### Metal layers overlaid

Scale: 2 px per µm.
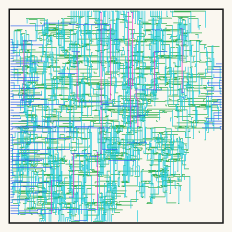
### Cell area per tile

Scale: 4 px per µm. 11 x 11 tiles, from black (low) to pale yellow (high), 0 to 100% covered.
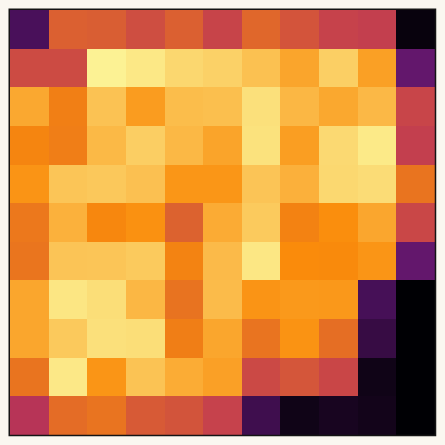
Design ebus_diag_master, sky130hd; sources not shown.
==> flow_summary.toml <==
# synthesis and place-and-route metrics
[layout]
stdcell_area_um2 = 7890
buffers_excl_clock = 212
area_growth_pct = 48.3
layout_cells_sized_above_1_pct = 9.88
logic_gate_count = 336
diode_count = 0
area.share.sequential_pct = 38.1
clkCellAreaFrac_pct = 7.42

[critical_path]
crit_path_cell_count = 1
slowest_cell_delay_on_critical_path_ns = 1.16
timing_worst_setup_path_type = "reg2out"
ff2ff_setup_slack_ns = 1.20
crit_family = "buffers and inverters"
endpoint_kind = "output port"
arrival_time_at_the_worst_endpoint_ns = 2.08
crit_path_cells = "clkdlybuf4s50_1"
worst_path_max_delay_cell = "clkdlybuf4s50_1"
worstPathMaxFanout = 2

[synthesis]
ys_warn_count = 6
yosys-dominant-comb-family = "simple AND/OR/NAND/NOR gates"
dominantRegCellSynth = "dfxtp_1"
synth-edff-count = 0
mean_syn_cell_area_um2 = 10.4
synth-compound-area-share_pct = 8.45
synth_area_um2 = 5320
yosys.area.top_type_share_pct = 56.5

[sta]
post-route-worst-setup-slack_ns = 1.16
fin_skew_ns = 0.0125
fmax_ghz = 0.409

[outcome]
run_status = "finished clean"

[clock_tree]
cts_inserted_buffers = 17
clock_sink_count = 150
gates_resized_cts_repair = 0

[floorplan]
top_level_ports = 174
die-height_um = 106
chipArea_um2 = 11300

[placement]
place.gp.congestion = 0.792

[drt]
m1WireLength_um = 5520
route.detailed.vias_per_inst = 5.11

[pwr]
internal-power_mw = 3.07
fraction_of_power_consumed_by_sequential_logic_pct = 41.1
-- 'Metal layers overlaid' (at the start) --
| colour | layer | wire length |
|---|---|---|
| blue | M3 | 961 µm |
| magenta | M4 | 397 µm |
| cyan | M2 | 7220 µm |
| green | M1 | 5520 µm |
via count: 4475
per-cell routed wire length: 16.1 µm
Global Route Usage Sum: 25.6%
aggregate routed wire length: 14100 µm

-- 'Cell area per tile' (at the start) --
nearly empty tiles: 3.3%
mean over tiles: 69%
tiles over 75% full: 55%
post-layout util: 75.7%
core box area: 10400 µm²
starting utilization of the core area: 51.1%

